$ cat config.mk
export PLATFORM = sky130hd
export DESIGN_NAME = spi_slave_byte_flat
export DESIGN_NICKNAME = d
export VERILOG_FILES = /design/src/rtl/spi_slave_byte_pkg.sv /design/src/rtl/spi_slave_byte_if.sv /design/src/rtl/spi_slave_byte_sync_edge.sv /design/src/rtl/spi_slave_byte.sv /design/src/flat_wrapper.sv
export SDC_FILE = /design/constraint.sdc
export NUM_CORES = 1
export LEC_CHECK = 0
export CORE_MARGIN = 1.5
export CORE_UTILIZATION = 25
export DETAILED_ROUTE_END_ITERATION = 8
export GPL_ROUTABILITY_DRIVEN = 0
export PLACE_DENSITY = 0.54
export SLEW_MARGIN = 5
export SYNTH_ARGS = -nofsm -noshare
export SYNTH_HDL_FRONTEND = slang
export SYNTH_HIERARCHICAL = 1
export SYNTH_SLANG_ARGS = --single-unit
$ cat constraint.sdc
create_clock -name sysClk -period 1.65 [get_ports sysClk]
set_clock_uncertainty 0.15 [all_clocks]
set_input_delay 0.2475 -clock sysClk [delete_from_list [all_inputs] [get_ports sysClk]]
set_output_delay 0.2475 -clock sysClk [all_outputs]
set_load 0.01 [all_outputs]
$ cat src/rtl/spi_slave_byte_pkg.sv
// Shared SPI constants and types for the byte and message layers.
package spi_pkg;

  localparam int SPI_BITS = 8;
  localparam int CNT_W    = 3;

  localparam logic SPI_CPOL = 1'b0;
  localparam logic SPI_CPHA = 1'b0;

  typedef logic [SPI_BITS-1:0] spi_byte_t;
  typedef logic [CNT_W-1:0]    spi_cnt_t;

endpackage

$ cat src/rtl/spi_slave_byte_if.sv
// SPI pins plus the byte-level handshake toward the message layer.
interface spi_slave_byte_if
  import spi_pkg::*;
();

  logic      SCLK;
  logic      SSEL;
  logic      MOSI;
  logic      MISO;
  logic      rxValid;
  spi_byte_t rx;
  spi_byte_t tx;
  logic      ssActive;

  modport slave (
    input  SCLK, SSEL, MOSI, tx,
    output MISO, rxValid, rx, ssActive
  );

  modport master (
    output SCLK, SSEL, MOSI, tx,
    input  MISO, rxValid, rx, ssActive
  );

endinterface

$ cat src/rtl/spi_slave_byte_sync_edge.sv
// Multi-flop synchroniser with one extra flop for rise/fall strobes.
module spi_sync_edge #(
  parameter int   SYNC_STAGES = 2,
  parameter logic RST_VAL     = 1'b0
) (
  input  logic sysClk,
  input  logic usrReset,
  input  logic i_d,
  output logic o_lvl,
  output logic o_rise,
  output logic o_fall
);

  logic [SYNC_STAGES-1:0] r_sync;
  logic                   r_prev;

  always_ff @(posedge sysClk or posedge usrReset) begin
    if (usrReset) begin
      r_sync <= {SYNC_STAGES{RST_VAL}};
      r_prev <= RST_VAL;
    end else begin
      r_sync <= {r_sync[SYNC_STAGES-2:0], i_d};
      r_prev <= r_sync[SYNC_STAGES-1];
    end
  end

  assign o_lvl  = r_sync[SYNC_STAGES-1];
  assign o_rise = o_lvl & ~r_prev;
  assign o_fall = ~o_lvl & r_prev;

endmodule

$ cat src/rtl/spi_slave_byte.sv
// SPI mode-0 slave byte engine; MSB first, oversampled in sysClk.
// Define SPI_BYTE_MISO_TRISTATE_EN to float MISO while deselected.
module spi_slave_byte
  import spi_pkg::*;
#(
  parameter int SYNC_STAGES = 2,
  parameter int BITS        = SPI_BITS
) (
  input logic                   sysClk,
  input logic                   usrReset,
  spi_slave_byte_if.slave       spi
);

  logic w_sclkLvl;
  logic w_sclkRiseRaw;
  logic w_sclkFallRaw;
  logic w_sselLvl;
  logic w_ssRise;
  logic w_ssFall;
  logic w_mosiS;
  logic w_ssActive;
  logic w_sclkRise;
  logic w_sclkFall;

  logic [SYNC_STAGES-1:0] r_mosiSync;
  spi_cnt_t               r_bitCnt;
  logic [BITS-1:0]        r_rxShift;
  logic [BITS-1:0]        r_txShift;
  logic [BITS-1:0]        r_rx;
  logic                   r_rxValid;

  spi_sync_edge #(
    .SYNC_STAGES (SYNC_STAGES),
    .RST_VAL     (1'b0)
  ) u_sclk (
    .sysClk   (sysClk),
    .usrReset (usrReset),
    .i_d      (spi.SCLK),
    .o_lvl    (w_sclkLvl),
    .o_rise   (w_sclkRiseRaw),
    .o_fall   (w_sclkFallRaw)
  );

  // Preset high so a select already low at reset release still yields ssFall
  spi_sync_edge #(
    .SYNC_STAGES (SYNC_STAGES),
    .RST_VAL     (1'b1)
  ) u_ssel (
    .sysClk   (sysClk),
    .usrReset (usrReset),
    .i_d      (spi.SSEL),
    .o_lvl    (w_sselLvl),
    .o_rise   (w_ssRise),
    .o_fall   (w_ssFall)
  );

  always_ff @(posedge sysClk or posedge usrReset) begin
    if (usrReset) begin
      r_mosiSync <= '0;
    end else begin
      r_mosiSync <= {r_mosiSync[SYNC_STAGES-2:0], spi.MOSI};
    end
  end

  assign w_mosiS    = r_mosiSync[SYNC_STAGES-1];
  assign w_ssActive = ~w_sselLvl;
  assign w_sclkRise = w_sclkRiseRaw & w_ssActive;
  assign w_sclkFall = w_sclkFallRaw & w_ssActive;

  always_ff @(posedge sysClk or posedge usrReset) begin
    if (usrReset) begin
      r_bitCnt  <= '0;
      r_rxShift <= '0;
      r_txShift <= '0;
      r_rx      <= '0;
      r_rxValid <= 1'b0;
    end else begin
      r_rxValid <= 1'b0;
      unique case (1'b1)
        w_ssRise: begin
          r_bitCnt <= '0;
        end
        w_ssFall: begin
          r_bitCnt  <= '0;
          r_rxShift <= '0;
          r_txShift <= spi.tx;
        end
        w_sclkRise: begin
          r_rxShift <= {r_rxShift[BITS-2:0], w_mosiS};
          r_bitCnt  <= r_bitCnt + spi_cnt_t'(1);
          if (r_bitCnt == spi_cnt_t'(BITS-1)) begin
            r_rx      <= {r_rxShift[BITS-2:0], w_mosiS};
            r_rxValid <= 1'b1;
          end
        end
        w_sclkFall: begin
          // Count back at zero means a byte just finished: fetch the reply
          if (r_bitCnt == '0) begin
            r_txShift <= spi.tx;
          end else begin
            r_txShift <= {r_txShift[BITS-2:0], 1'b0};
          end
        end
        default: begin
        end
      endcase
    end
  end

  assign spi.rxValid  = r_rxValid;
  assign spi.rx       = r_rx;
  assign spi.ssActive = w_ssActive;

`ifdef SPI_BYTE_MISO_TRISTATE_EN
  assign spi.MISO = w_ssActive ? r_txShift[BITS-1] : 1'bz;
`else
  assign spi.MISO = w_ssActive & r_txShift[BITS-1];
`endif

  logic w_unused;
  assign w_unused = w_sclkLvl;

endmodule
$ cat src/flat_wrapper.sv
// flat-port wrapper written by rule: the top's interface ports become plain ports
module spi_slave_byte_flat import spi_pkg::*;
#(
  parameter int SYNC_STAGES = 2,
  parameter int BITS        = SPI_BITS
)
  (sysClk, usrReset, spi_SCLK, spi_SSEL, spi_MOSI, spi_tx, spi_MISO, spi_rxValid, spi_rx, spi_ssActive);
  spi_slave_byte_if spi_i ();
  input logic sysClk;
  input logic usrReset;
  input wire logic [$bits(spi_i.SCLK)-1:0] spi_SCLK;
  input wire logic [$bits(spi_i.SSEL)-1:0] spi_SSEL;
  input wire logic [$bits(spi_i.MOSI)-1:0] spi_MOSI;
  input wire logic [$bits(spi_i.tx)-1:0] spi_tx;
  output wire logic [$bits(spi_i.MISO)-1:0] spi_MISO;
  output wire logic [$bits(spi_i.rxValid)-1:0] spi_rxValid;
  output wire logic [$bits(spi_i.rx)-1:0] spi_rx;
  output wire logic [$bits(spi_i.ssActive)-1:0] spi_ssActive;
  assign spi_i.SCLK = spi_SCLK;
  assign spi_i.SSEL = spi_SSEL;
  assign spi_i.MOSI = spi_MOSI;
  assign spi_i.tx = spi_tx;
  assign spi_MISO = spi_i.MISO;
  assign spi_rxValid = spi_i.rxValid;
  assign spi_rx = spi_i.rx;
  assign spi_ssActive = spi_i.ssActive;
  spi_slave_byte #(.SYNC_STAGES(SYNC_STAGES), .BITS(BITS)) u_core (.sysClk(sysClk), .usrReset(usrReset), .spi(spi_i));
endmodule
Fig. 1: run 1, the clock network
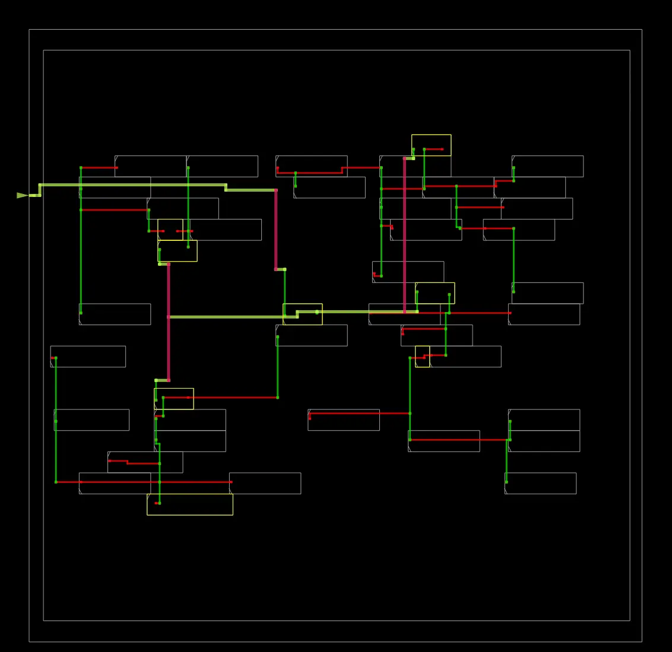
clock buffers: 5
clk sinks: 35

Fig. 2: run 1, signal wires on met3
Drawn at 4 px/um.
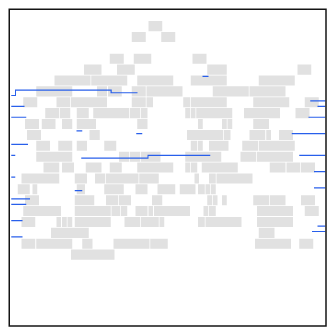
- main direction: horizontal
- share of all routed wire: 5.0%
- longest straight run: 23.9 um
- nets with wire on the layer: 20
- wire length on this layer: 129 um

Fig. 3: run 1, supply network
Drawn at 4 px/um. Pins as bars on the die edge. Tap cells in gray.
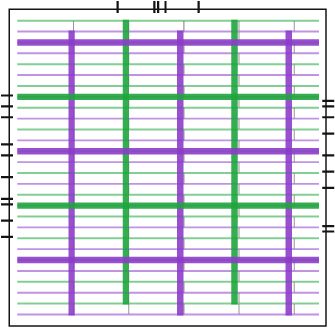
- VDD: green
- VSS: purple
- rows: 27
- met5 straps: 5
- met4 straps: 5
Worst VDD drop: 0.357 mV
CORE AREA: 0.00554 mm2
Die Wd: 78.8 um

==> flow_summary.json, run 1 <==
{
  "status": "complete, no violations",
  "clk_latency_ns": 0.29,
  "drt_wl_total_um": 2580,
  "dp_slack_ns": 0.0134,
  "cts_buffers": 5,
  "simple_gate_share_pct": 13.8,
  "grtUsageTotal_pct": 9.59,
  "common_cells": "dfrtp_1 (32), nand2_1 (14), o21ai_0 (8)",
  "mux_share_pct": 8.62,
  "grt_pass1_vias": 1021,
  "port_buffers": 23,
  "boundaryPins": 24,
  "min_period_ns": 1.60,
  "syn_area_per_cell_um2": 12.8,
  "drive_above_1_share_pct": 27.4,
  "syn_inst": 112,
  "relSlewSlack_pct": 75.3,
  "rsz0062_at_grt": "false",
  "diodes": 0,
  "synth_warnings": 6,
  "p_leak_nw": 0.895,
  "synthAdderAreaFrac_pct": 2.61,
  "crit_path_end_kind": "output port",
  "cp-start-kind": "flop",
  "num_rows": 27,
  "slew_violations": 0,
  "antenna_left": 0,
  "grt_max_degree": 30,
  "htreeDepth": 2,
  "worstPathRequired_ns": 1.25,
  "cts.clk_slew.worst_paths_ns": 0.07,
  "grt_first_pass_wirelength_um": 4560,
  "postSynth.asyncResetShare_pct": 100,
  "cts-root-buf": "clkbuf_8",
  "antenna_found_initial": 0,
  "synth.top_cell.area_share_pct": 55.7,
  "viasPerCell": 4.26,
  "drtPass1Iterations": 2
}
-- run 1: critical path, cell delays in order, from the launching register on --
cell     delay (ns)
dfstp_2        0.58
and2b_2        0.23
buf_6          0.12
-- run 1: cells in the final DEF (no fill, tap or decap), drive strengths merged, types with 2 or more instances in the layout --
cell,instances
a221o,7
a22o,2
and2b,3
buf,9
clkbuf,5
clkdlybuf4s50,21
clkinv,3
dfrtp,32
dfstp,3
ha,3
inv,7
mux2,9
nand2,15
nor2b,4
nor3b,7
o21ai,8
-- run 1: per-stage QoR --
step / cells / hold WS (ns) / TNS [ns]
4_1_cts: 219 / 0.0209 / -0.0521
6_report: 218 / 0.0268 / 0
2_1_floorplan: 112 / -0.149 / 0
5_1_grt: 218 / 0.0593 / 0
3_5_place_dp: 210 / 0.189 / 0
3_3_place_gp: 210 / 0.188 / 0
-- run 1: cells by family after synthesis --
| group | count (synthesis) |
|---|---|
| and+or+nand+nor | 33 |
| buffers and inverters | 13 |
| adders and majority gates | 3 |
| muxes | 10 |
| DFF | 35 |
| AOI/OAI and AO/OA | 18 |
-- run 1: path summary, 6_finish.rpt --
| check | start | cells after the start | slack (ns) | endpoint |
|---|---|---|---|---|
| setup / recovery | u_core/u_ssel/r_sync[1] | 2 | 0.05 | spi_MISO |
| max in group asynchronous | usrReset | 3 | 0.83 | u_core/r_txShift[3] |
| min in group sysClk | u_core/r_mosiSync[0] | 0 | 0.20 | u_core/r_mosiSync[1] |
| setup reg to reg | u_core/u_ssel/r_sync[1] | 4 | 0.06 | u_core/r_txShift[3] |
| hold reg to reg | u_core/r_mosiSync[0] | 0 | 0.20 | u_core/r_mosiSync[1] |
| hold / removal | usrReset | 2 | 0.03 | u_core/u_sclk/r_sync[0] |
-- run 1: what timing repair did --
action	4_1_cts	5_1_grt
hold buffers	0	0
setup buffers	1	0
resized	8	7
pin swaps	0	1
endpoints found under the setup margin	2	11
-- run 1: layout make-up --
type | instances | area, um2
fill | 561 | 3610
sequential | 35 | 880
multi-input combinational | 64 | 522
timing repair buffer | 31 | 294
tap | 72 | 90.1
clock buffer | 5 | 68.8
clock inverter | 3 | 43.8
inverter | 8 | 35.0
-- run 1: power breakdown --
part | total (mW) | switching (mW) | internal (mW)
combinational | 0.192 | 0.0825 | 0.109
clock | 0.760 | 0.311 | 0.449
sequential | 0.942 | 0.0308 | 0.911
total | 1.89 | 0.424 | 1.47
-- run 1: registers in the layout, summed over array words and instances (netlist names) --
register              flops
u_core/r_bitCnt           3
u_core/u_sclk/r_prev      1
u_core/spi.rxValid        1
u_core/r_txShift          8
u_core/u_ssel/r_prev      1
u_core/u_ssel/r_sync      2
u_core/spi.rx             8
u_core/r_mosiSync         2
u_core/r_rxShift          7
u_core/u_sclk/r_sync      2
-- run 1: routing by layer --
metal	part of all wire (%)	vias up	GRT usage [%]
li1	-	447	-
met2	47	24	15.6
met5	0	-	0
met4	1.7	0	4.21
met3	5.0	7	3.10
met1	46	451	11.6
Fig. 4: run 1, metal 2
Drawn at 4 px/um.
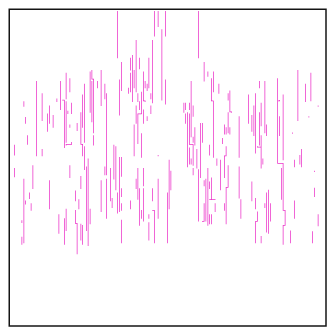

## Run 2: what changed since run 1
--- a/config.mk
+++ b/config.mk
@@ -5,8 +5,10 @@
 export SDC_FILE = /design/constraint.sdc
 export NUM_CORES = 1
 export LEC_CHECK = 0
+export CORE_ASPECT_RATIO = 0.6
 export CORE_MARGIN = 1.5
 export CORE_UTILIZATION = 25
+export CTS_CLUSTER_SIZE = 28
 export DETAILED_ROUTE_END_ITERATION = 8
 export GPL_ROUTABILITY_DRIVEN = 0
 export PLACE_DENSITY = 0.54
Fig. 5: run 2, metal 2
Drawn at 4 px/um.
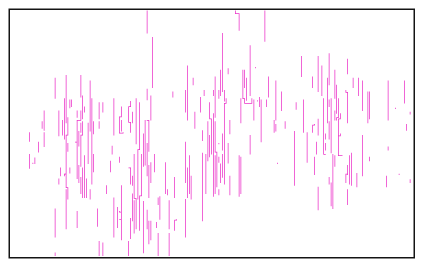
- wire length on this layer: 1280 um
- share of all routed wire: 46%
- nets with wire on the layer: 140
routed wire length: 2770 um
met2 Use GR: 16.7%
Vias: 947

==> run 2 against run 1 <==
Net effect: the flow now finishes with violations (negative setup slack); critical path type is now reg2reg; clock power rose by 3.4%; core utilization decreased by 0.32 points; synthesized cell count is the same; flip-flop count unchanged; sequential power is essentially flat.
==> flow_summary.json, run 2 <==
{
  "antenna_found_initial": 0,
  "internal_power_mw": 1.50,
  "mostFrequentLayoutCell": "dfrtp_1",
  "die_w_um": 101,
  "clk_latency_ns": 0.28,
  "grt_pass1_vias": 1009,
  "cp-start-kind": "flop",
  "finalPower_mw": 1.92,
  "boundaryPins": 24,
  "layout_top_cells": "dfrtp_1 (32), clkdlybuf4s50_1 (21), nand2_1 (14)",
  "critPathLaunch": "u_core/u_ssel/r_sync[1]",
  "reg2reg_from": "u_core/u_ssel/r_sync[1]",
  "drtPass1Iterations": 4,
  "cts_buffers": 5,
  "rr_worst_depth": 5,
  "setup_viol": 3,
  "cts_sinks": 35,
  "drt_iter0_drc": 16,
  "num_rows": 21,
  "slew_violations": 0,
  "syn_area_per_cell_um2": 12.8,
  "antenna_left": 0,
  "setup_slack_ns": -0.0280,
  "core_mm2": 0.00557,
  "ys_cells": 112,
  "violations": "negative setup slack",
  "fp_nets": 128,
  "pwr_density_cell_mw_per_mm2": 995,
  "drive_above_1_share_pct": 26.9,
  "min_period_ns": 1.68,
  "status": "complete, but fails checks",
  "port_buffers": 23,
  "postSynth.asyncResetShare_pct": 100,
  "reg2reg_slack_ns": -0.03,
  "syn_inst": 112,
  "common_cells": "dfrtp_1 (32), nand2_1 (14), o21ai_0 (8)",
  "final_nets": 160,
  "overflow": 0,
  "cts-root-buf": "clkbuf_8",
  "netlist_area_mm2": 0.00144,
  "htreeDepth": 2,
  "grt_first_pass_wirelength_um": 4550,
  "power.share.clock_pct": 41.0,
  "fp_util_pct": 25.8,
  "dieArea_mm2": 0.00623,
  "viasPerCell": 4.21,
  "relSlewSlack_pct": 75.5,
  "diodes": 0,
  "cts.clk_slew.worst_paths_ns": 0.07,
  "fin_area_mm2": 0.00193,
  "worstMarginPinSlew_ns": 0.367,
  "crit_path_end_kind": "flop",
  "yosysMostFrequentCell": "dfrtp_1",
  "grtUsageTotal_pct": 9.73,
  "p_switching_uw": 411,
  "arrival_ns": 1.69,
  "rr_endpoint": "u_core/r_txShift[3]",
  "p_seq_share_pct": 49.1,
  "rsz0062_at_grt": "true",
  "hold_violations": 0,
  "power_frac_comb_pct": 9.9,
  "worstPathRequired_ns": 1.66,
  "p_sw_share_pct": 21.5,
  "log.warning_count": 29,
  "synth.top_cell.area_share_pct": 55.7,
  "peakVddDrop_mv": 0.296,
  "hold_class": "in2async",
  "post_drt_wl_per_cell_um": 12.3,
  "post-route-drc-count": 0,
  "synth_warnings": 6,
  "synth-main-ff-cell": "dfrtp_1",
  "p_leak_nw": 0.888,
  "endpoint": "u_core/r_txShift[3]",
  "grt_max_degree": 30
}
-- run 2: worst max-delay path: stages, from the launching register on --
cell,delay [ns]
dfstp_2,0.58
buf_6,0.10
and2b_2,0.24
clkinv_4,0.06
mux2i_4,0.08
a221o_1,0.34
-- run 2: timing repair --
| action | CTS | global route |
|---|---|---|
| gates resized | 10 | 7 |
| endpoints found under the setup margin | 12 | 23 |
| hold buffers | 0 | 0 |
| setup buffers | 1 | 0 |
| pin swaps | 0 | 1 |
-- run 2: worst min-delay path by stage --
stage                    startpoint                      end  slack (ns)  cells past startpoint
6_report                   usrReset  u_core/u_sclk/r_sync[1]        0.05                      2
3_5_place_dp   u_core/r_mosiSync[0]     u_core/r_mosiSync[1]        0.19                      0
2_1_floorplan              usrReset     u_core/u_sclk/r_prev       -0.15                      1
4_1_cts                    usrReset  u_core/u_sclk/r_sync[1]        0.04                      2
5_1_grt                    usrReset     u_core/u_sclk/r_prev        0.07                      2
3_3_place_gp   u_core/r_mosiSync[0]     u_core/r_mosiSync[1]        0.18                      0
-- run 2: per-stage QoR --
| step | worst slack [ns] | hold slack [ns] | instances | TNS [ns] |
|---|---|---|---|---|
| 3_3_place_gp | 0.0449 | 0.185 | 216 | 0 |
| 6_report | -0.0280 | 0.0458 | 225 | -0.0505 |
| 2_1_floorplan | 0.00310 | -0.149 | 112 | 0 |
| 5_1_grt | -0.0881 | 0.0702 | 225 | -0.634 |
| 3_5_place_dp | 0.000163 | 0.189 | 216 | 0 |
| 4_1_cts | -0.00469 | 0.0427 | 225 | -0.00469 |
-- run 2: kinds of logic after synthesis --
family | after synthesis | share of synthesized area (%)
fa+ha+maj | 3 | 2.61
mux | 10 | 8.62
compound gates | 18 | 9.23
buf+inv | 13 | 4.53
simple gates | 33 | 13.8
flops | 35 | 61.2
-- run 2: power groups by stage --
stage	combinational (mW)	clock [mW]	sequential (mW)
3_3_place_gp	0.179	0	0.953
4_1_cts	0.191	0.812	0.940
3_5_place_dp	0.185	0	0.956
6_report	0.189	0.786	0.941
2_1_floorplan	0.120	0	0.947
5_1_grt	0.208	0.844	0.946
-- run 2: cell type report --
class	instances	area (um2)
multi-input combinational	64	517
timing repair buffer	30	277
inverter	8	35.0
sequential	35	880
clock buffer	6	82.6
fill	572	3640
clock inverter	2	35.0
tap	80	100
-- run 2: per-layer routing --
metal  up-vias  global-route usage (%)  part of all wire [%]  routed length, um
met2        26                    16.7                    46               1280
met3         4                    3.80                   5.3                146
met1       472                    11.0                    47               1300
met5         -                       0                     0                  0
met4         0                    4.76                   1.5                 41
li1        445                       -                     -                  -
Fig. 6: run 2, wiring by layer
Drawn at 4 px/um.
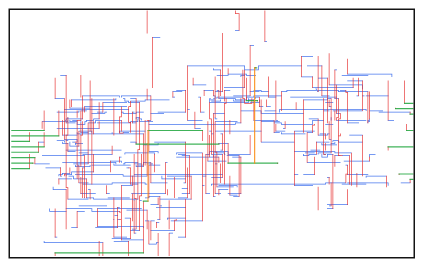

## Run 3: what changed since run 2
--- a/config.mk
+++ b/config.mk
@@ -11,6 +11,8 @@
 export CTS_CLUSTER_SIZE = 28
 export DETAILED_ROUTE_END_ITERATION = 8
 export GPL_ROUTABILITY_DRIVEN = 0
+export HOLD_SLACK_MARGIN = 0.06
+export MAX_ROUTING_LAYER = met4
 export PLACE_DENSITY = 0.54
 export SLEW_MARGIN = 5
 export SYNTH_ARGS = -nofsm -noshare
Fig. 7: run 3, wiring by layer
Drawn at 4 px/um.
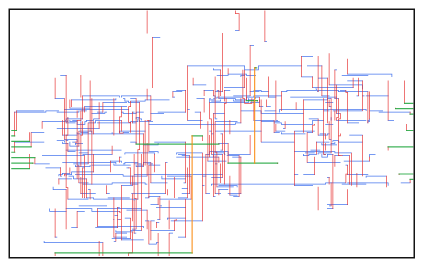
- M2: red (wire length 1270 um)
- M1: blue (wire length 1340 um)
- M4: orange (wire length 53.0 um)
- M3: green (wire length 119 um)

==> run 3 against run 2 <==
Net effect: final area increased by 0.52%; critical path type unchanged; global-route usage grew 0.35 points; the run still ends with negative setup slack left; worst hold slack improved by 0.16 ns; highest routed layer unchanged; critical endpoint unchanged; maximum frequency about the same.
==> flow_summary.json, run 3 <==
{
  "status": "complete, but fails checks",
  "violations": "negative setup slack",
  "relSlewSlack_pct": 75.5,
  "finalPower_mw": 1.92,
  "log.warning_count": 29,
  "hold_class": "reg2reg",
  "worstPathRequired_ns": 1.66,
  "ys_cells": 112,
  "fin_crit_sh_pct": 102,
  "hp-start": "u_core/r_mosiSync[0]",
  "htreeDepth": 2,
  "place_area_mm2": 0.00178,
  "critPathKind": "reg2reg",
  "antenna_left": 0,
  "grt_max_degree": 30,
  "cp-start-kind": "flop",
  "fp_nets": 128,
  "dieArea_mm2": 0.00623,
  "fin_setup_tns_ns": -0.0493,
  "slew_violations": 0,
  "viasPerCell": 4.20,
  "post-route-drc-count": 0,
  "synth.top_cell.area_share_pct": 55.7,
  "boundaryPins": 24,
  "fp_util_pct": 25.8,
  "cts-root-buf": "clkbuf_8",
  "netlist_area_mm2": 0.00144,
  "rsz0062_at_grt": "true",
  "worstMarginPinSlew_ns": 0.367,
  "min_period_ns": 1.68,
  "overflow": 0,
  "clk_latency_ns": 0.28,
  "dp_slack_ns": 0.000163,
  "cts_sinks": 35,
  "fin_area_mm2": 0.00194,
  "worstHoldPathCells": 0,
  "drt_iter0_drc": 19,
  "die_h_um": 61.7,
  "synth_cell_type_count": 25,
  "final_nets": 161,
  "final_cells": 226,
  "synth-main-ff-cell": "dfrtp_1",
  "layout_top_cells": "dfrtp_1 (32), clkdlybuf4s50_1 (21), nand2_1 (14)",
  "diodes": 0,
  "postSynth.asyncResetShare_pct": 100,
  "grt_first_pass_wirelength_um": 4550,
  "yosys-top-cells-area": "dfrtp_1 (56%), dfstp_2 (5.5%), mux2_2 (5.5%), a221o_1 (4.9%), nand2_1 (3.7%)",
  "drtPass1Iterations": 4,
  "whs_ns": 0.203,
  "crit_path_end_kind": "flop",
  "arrival_ns": 1.69,
  "dp_hpwl_um": 1950,
  "common_cells": "dfrtp_1 (32), nand2_1 (14), o21ai_0 (8)",
  "peakVddDrop_mv": 0.296,
  "die_w_um": 101,
  "grtUsageTotal_pct": 10.1,
  "rr_endpoint": "u_core/r_txShift[3]",
  "cts.clk_slew.worst_paths_ns": 0.07,
  "pwr_density_cell_mw_per_mm2": 990,
  "p_leak_nw": 0.893,
  "ys.flops": 35,
  "cts_buffers": 5,
  "area_delta_synth_final_pct": 34.6,
  "post_drt_wl_per_cell_um": 12.3,
  "setup_slack_ns": -0.0278,
  "grt_pass1_vias": 1013,
  "reg2reg_slack_ns": -0.03,
  "syn_area_per_cell_um2": 12.8,
  "reg2reg_from": "u_core/u_ssel/r_sync[1]",
  "vias": 949,
  "num_rows": 21,
  "port_buffers": 23,
  "syn_inst": 112,
  "drt_wl_total_um": 2780,
  "antenna_found_initial": 0,
  "synth_warnings": 6,
  "setup_viol": 3,
  "hold_violations": 0,
  "place_inst": 216,
  "rr_worst_depth": 5,
  "core_mm2": 0.00557,
  "mostFrequentLayoutCell": "dfrtp_1",
  "min_to": "u_core/r_mosiSync[1]",
  "yosysMostFrequentCell": "dfrtp_1",
  "drive_above_1_share_pct": 26.7,
  "drv_cap": 0,
  "path_max_fanout": 7,
  "fillers": 571
}
-- run 3: final cells by class --
class                   instances  area [um2]  share of cell area (%)
clock buffers                   6        82.6                    4.27
clock inverters                 2        35.0                    1.81
inverters                       8        35.0                    1.81
multi-input cells              64         517                    26.7
flip-flops and latches         35         880                    45.4
well taps                      80         100                    5.17
repair buffers                 31         287                    14.8
-- run 3: power by group --
part / total [mW] / switching, mW / internal, mW
clock: 0.786 / 0.297 / 0.489
combinational: 0.191 / 0.0847 / 0.106
sequential: 0.941 / 0.0294 / 0.912
-- run 3: per-layer routing --
| metal | global-route usage (%) | share of wire (%) |
|---|---|---|
| met3 | 3.36 | 4.3 |
| met1 | 11.4 | 48 |
| met2 | 16.7 | 46 |
| met4 | 4.76 | 1.9 |
| met5 | - | 0 |
-- run 3: how the worst max path moves through the flow --
stage	cells after the start	end	slack, ns	start
after floorplan	5	u_core/r_txShift[1]	0.003	u_core/u_ssel/r_sync[1]
after global placement	2	spi_MISO	0.04	u_core/u_ssel/r_sync[1]
after detailed placement	4	u_core/spi.rx[7]	0.0002	u_core/r_bitCnt[0]
after CTS	4	u_core/r_bitCnt[0]	-0.005	u_core/u_ssel/r_sync[1]
after global routing	5	u_core/r_txShift[5]	-0.09	u_core/u_ssel/r_sync[1]
final	5	u_core/r_txShift[3]	-0.03	u_core/u_ssel/r_sync[1]
-- run 3: logic make-up after synthesis --
group / share of synthesized area, %
buffers and inverters: 4.53
and+or+nand+nor: 13.8
adders and majority gates: 2.61
muxes: 8.62
AOI/OAI and AO/OA: 9.23
DFF: 61.2
-- run 3: what timing repair did --
item,4_1_cts,5_1_grt
pin swaps,0,1
endpoints found under the hold margin,3,0
setup buffers,1,0
endpoints found under the setup margin,12,23
hold buffers,1,0
resized,10,7
-- run 3: critical path: stages (launching register included) --
cell      delay, ns
dfstp_2        0.58
buf_6          0.10
and2b_2        0.24
clkinv_4       0.06
mux2i_4        0.08
a221o_1        0.34
Power figures rest on the tool's default switching activity, not on a simulated workload.
